### src/rtl/if_fetch_stage.sv
// Instruction-fetch stage with IF/ID pipeline register, one-entry skid buffer for
// downstream stalls, and redirect handling that respects the I-cache address-hold rule.
module if_fetch_stage #(
    parameter logic [31:0] RESET_PC    = 32'h0000_0000,
    parameter logic [31:0] NOP_INST    = 32'h0000_0013,
    parameter bit          SWAP_ENDIAN = 1'b1
) (
    input  logic        clk,
    input  logic        rst,
    output logic        icache_ren_o,
    output logic [29:0] icache_addr_o,
    input  logic [31:0] icache_rdata_i,
    input  logic        icache_stall_i,
    input  logic        stall_i,
    input  logic        redirect_i,
    input  logic [31:0] redirect_pc_i,
    output logic [31:0] inst_o,
    output logic [31:0] pc_o,
    output logic        valid_o
);

    localparam logic [1:0] S_FETCH    = 2'd0;
    localparam logic [1:0] S_BUFFERED = 2'd1;
    localparam logic [1:0] S_DISCARD  = 2'd2;

    logic [1:0]  state_q;
    logic [31:0] pc_q;
    logic [31:0] saved_target_q;
    logic [31:0] buf_inst_q;
    logic [31:0] buf_pc_q;
    logic [31:0] fetched_word;
    logic [31:0] target;
    logic        unused_pc_bits;

    assign unused_pc_bits = ^redirect_pc_i[1:0];
    assign target         = {redirect_pc_i[31:2], 2'b00};
    assign fetched_word   = SWAP_ENDIAN ? {icache_rdata_i[7:0], icache_rdata_i[15:8],
                                           icache_rdata_i[23:16], icache_rdata_i[31:24]}
                                        : icache_rdata_i;

    // The skid buffer owns the next instruction, so no read is issued while it is full.
    assign icache_ren_o  = !rst && (state_q != S_BUFFERED);
    assign icache_addr_o = pc_q[31:2];

    // NOTE: all state uses non-blocking assignments so every register samples
    // pre-edge values; blocking here would let pc_q updates leak into pc_o.
    always_ff @(posedge clk or posedge rst) begin
        if (rst) begin
            state_q        <= S_FETCH;
            pc_q           <= RESET_PC;
            saved_target_q <= 32'h0;
            buf_inst_q     <= 32'h0;
            buf_pc_q       <= 32'h0;
            inst_o         <= NOP_INST;
            pc_o           <= 32'h0;
            valid_o        <= 1'b0;
        end else begin
            case (state_q)
                S_FETCH: begin
                    if (redirect_i) begin
                        // A stalled cache keeps its address; park the target until it finishes.
                        if (icache_stall_i) begin
                            saved_target_q <= target;
                            state_q        <= S_DISCARD;
                        end else begin
                            pc_q <= target;
                        end
                        inst_o  <= NOP_INST;
                        pc_o    <= pc_q;
                        valid_o <= 1'b0;
                    end else if (!icache_stall_i) begin
                        if (!stall_i) begin
                            inst_o  <= fetched_word;
                            pc_o    <= pc_q;
                            valid_o <= 1'b1;
                        end else begin
                            buf_inst_q <= fetched_word;
                            buf_pc_q   <= pc_q;
                            state_q    <= S_BUFFERED;
                        end
                        pc_q <= pc_q + 32'd4;
                    end else if (!stall_i) begin
                        inst_o  <= NOP_INST;
                        pc_o    <= pc_q;
                        valid_o <= 1'b0;
                    end
                end

                S_BUFFERED: begin
                    if (redirect_i) begin
                        pc_q    <= target;
                        state_q <= S_FETCH;
                        inst_o  <= NOP_INST;
                        pc_o    <= pc_q;
                        valid_o <= 1'b0;
                    end else if (!stall_i) begin
                        inst_o  <= buf_inst_q;
                        pc_o    <= buf_pc_q;
                        valid_o <= 1'b1;
                        state_q <= S_FETCH;
                    end
                end

                S_DISCARD: begin
                    if (redirect_i) begin
                        saved_target_q <= target;
                    end
                    if (!icache_stall_i) begin
                        pc_q    <= redirect_i ? target : saved_target_q;
                        state_q <= S_FETCH;
                    end
                    if (redirect_i || !stall_i) begin
                        inst_o  <= NOP_INST;
                        pc_o    <= pc_q;
                        valid_o <= 1'b0;
                    end
                end

                default: state_q <= S_FETCH;
            endcase
        end
    end

endmodule
### config.mk
export PLATFORM = sky130hd
export DESIGN_NAME = if_fetch_stage
export DESIGN_NICKNAME = d
export VERILOG_FILES = /design/src/rtl/if_fetch_stage.sv
export SDC_FILE = /design/constraint.sdc
export NUM_CORES = 1
export LEC_CHECK = 0
export CORE_ASPECT_RATIO = 1.5
export CORE_UTILIZATION = 57
export CTS_CLUSTER_SIZE = 20
export DETAILED_ROUTE_END_ITERATION = 16
export PLACE_DENSITY = 0.85
export SLEW_MARGIN = 20
export SYNTH_ARGS = -nofsm -noshare
export SYNTH_HDL_FRONTEND = slang
export SYNTH_SLANG_ARGS = --single-unit
### constraint.sdc
create_clock -name clk -period 20.7 [get_ports clk]
set_input_delay 4.14 -clock clk [delete_from_list [all_inputs] [get_ports clk]]
set_output_delay 4.14 -clock clk [all_outputs]
set_load 0.02 [all_outputs]
**I/O nets highlighted**

(1.5 px per um)
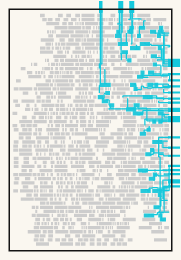
legend:
  cyan:
    port: `icache_rdata_i`
    bits: 32
    direction: input
    edge: 24 right, 8 top
    end_cells: 64
    buffers: 32
    wire: 1030 um
IO Count: 165
input/output buffers: 162

**Signal wires on met2**

(3 px per um)
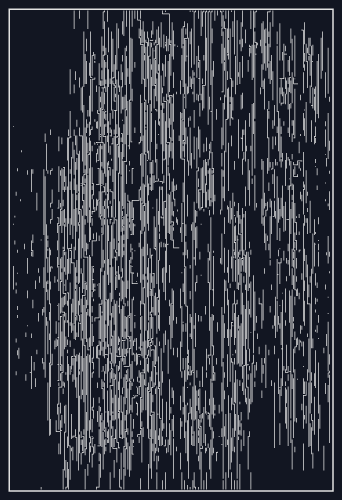
main direction: vertical
longest straight run: 67.0 um
wire length on this layer: 12000 um
nets with wire on the layer: 952
share of all routed wire: 50%
vias after detailed routing: 7680
met2 demand-to-capacity share in global routing: 0.472

**Cell placement**

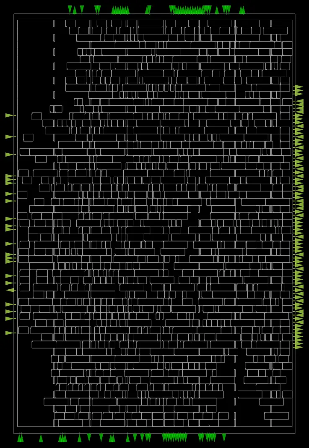
Std-Cell Core Area: 0.0163 mm^2
Final Instance Count excl. Fillers: 1234
cell row count: 57

**Pin placement**

(3 px per um) Pins as bars across the die edge, other pins in gray.
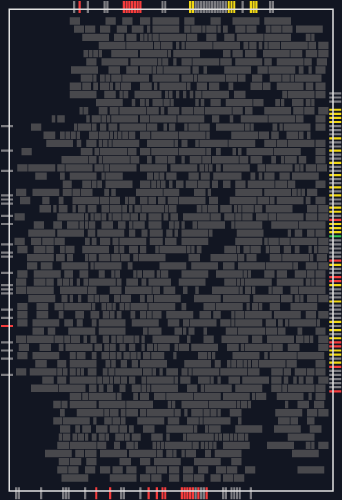
legend:
  green:
    port: `icache_ren_o`
    pins: 1
    direction: output
    edge: right
  yellow:
    port: `icache_rdata_i`
    pins: 32
    direction: input
    edge: 24 right, 8 top
  red:
    port: `icache_addr_o`
    pins: 30
    direction: output
    edge: 13 bottom, 8 top, 8 right, 1 left
width of the die: 107 um
overall die height: 160 um

==> run notes <==
Implementation numbers.

- The flow ran to the end, and the final reports show no timing, DRC or antenna violations.
- Synthesis inferred 195 register bits.
- The top fanout value on the critical path is 2.
- The synthesized-area fraction occupied by adder cells is 0.00659.
- The final max-slew violation count recorded for this run is 0.
- After layout, the minimum clock period comes to 9.54 ns.
- The highest routed metal layer is met4.
- The setup slack of the worst register-to-register path is 17.06 ns.
- The number of maximum-capacitance violations is 0.
- Setup repair after global routing left no endpoint under its margin.
- For the worst flop-to-flop path, the logic depth is 7.
- The cell count after synthesis came out at 924.
- CTS built an H-tree with a depth of 4.
- Per the post-synthesis report, the nets total 998.
- The type of the worst setup path is input pin to primary output.
- The cell type of the slowest stage on the worst timing path is sky130_fd_sc_hd__clkdlybuf4s50_1.
- The sequential share of power is 0.387.
- Per the post-route antenna check, the number of violating nets is 0.
- Per the run report, area growth between synthesis and finish was 21.4%.
- In this run the critical path is formed by clkdlybuf4s50_1 > nor2_1 > clkdlybuf4s50_1.
- After detailed routing, the wire length on met1 is 9320 um.
- The launch point of the worst register-to-register path is recorded as state_q[1].
- The post-synthesis share of cell area spent on and, or, nand and nor gates is 0.127.
- The synthesized netlist contains 65 unique library cells.
- The data arrival time reported for the critical path is 5.40 ns.
- Measured against the total synthesized area, the mux share comes to 0.117.
- Summed over all cells, the static leakage comes to 4.74 nW.
- The largest net degree at the start of global routing is 126.
## state kept, by name, summed over array words and instances (netlist names)
signal,count
pc_q,32
pc_o,32
valid_o,1
buf_pc_q,32
saved_target_q,32
buf_inst_q,32
inst_o,32
state_q,2
## Yosys cell counts (3+ instances only)
master	n	area [um^2]
sky130_fd_sc_hd__dfrtp_1	192	4800
sky130_fd_sc_hd__mux2_2	96	1080
sky130_fd_sc_hd__nand2_1	91	342
sky130_fd_sc_hd__nor2_1	91	342
sky130_fd_sc_hd__clkbuf_1	55	206
sky130_fd_sc_hd__a21oi_1	51	255
sky130_fd_sc_hd__o21ai_0	47	235
sky130_fd_sc_hd__a22oi_1	36	270
sky130_fd_sc_hd__buf_4	36	270
sky130_fd_sc_hd__a31oi_1	35	219
sky130_fd_sc_hd__a221oi_1	15	131
sky130_fd_sc_hd__nand3_1	15	75.1
sky130_fd_sc_hd__inv_1	13	48.8
sky130_fd_sc_hd__nor3_1	13	65.1
sky130_fd_sc_hd__nor4_1	10	62.6
sky130_fd_sc_hd__o22ai_1	9	56.3
sky130_fd_sc_hd__nand4_1	7	43.8
sky130_fd_sc_hd__buf_2	6	30.0
sky130_fd_sc_hd__or3_1	6	37.5
sky130_fd_sc_hd__and3_1	5	31.3
sky130_fd_sc_hd__ha_1	5	62.6
sky130_fd_sc_hd__xnor2_1	5	43.8
sky130_fd_sc_hd__xor2_1	5	43.8
sky130_fd_sc_hd__buf_1	4	15.0
sky130_fd_sc_hd__o311ai_0	4	35.0
sky130_fd_sc_hd__a211o_1	3	26.3
sky130_fd_sc_hd__a222oi_1	3	30.0
sky130_fd_sc_hd__buf_6	3	33.8
sky130_fd_sc_hd__dfstp_2	3	78.8
sky130_fd_sc_hd__mux2i_1	3	30.0
sky130_fd_sc_hd__nand2b_1	3	18.8
sky130_fd_sc_hd__nand3b_1	3	22.5
sky130_fd_sc_hd__nor2b_1	3	18.8
sky130_fd_sc_hd__o221ai_1	3	26.3
sky130_fd_sc_hd__o31a_1	3	26.3
sky130_fd_sc_hd__or2_2	3	18.8
## worst max path at each step
stage | slack [ns] | startpoint | cells past startpoint | endpoint
after floorplan | 11.25 | rst | 1 | buf_inst_q[0]
after global placement | 11.18 | rst | 3 | icache_ren_o
after detailed placement | 11.15 | rst | 3 | icache_ren_o
after CTS | 11.14 | rst | 3 | icache_ren_o
after global routing | 11.10 | rst | 3 | icache_ren_o
final | 11.16 | rst | 3 | icache_ren_o
## power groups by stage
stage               Sequential (mW)  Combinational, mW  Clock (mW)
finish                        0.726              0.831       0.318
floorplan                     0.743              0.511           0
global placement              0.713              0.801           0
detailed placement            0.726              0.823           0
global route                  0.746              0.896       0.339
CTS                           0.721              0.830       0.322
## worst register-to-register path: cells and delay by family (launching register included)
family                     cells  cell delay (ns)
AOI/OAI and AO/OA              3             1.37
adders and majority gates      1             0.40
buffers and inverters          2             0.89
DFF                            1             0.41
and+or+nand+nor                1             0.49
## area by class of cell
cell class,count,area share
Timing Repair Buffer,177,0.150
Multi-Input combinational cell,611,0.349
Tap cell,206,0.0224
Inverter,13,0.00488
Clock inverter,15,0.0126
Clock buffer,17,0.0369
Sequential cell,195,0.424
Power is estimated from default activity; no workload was simulated.
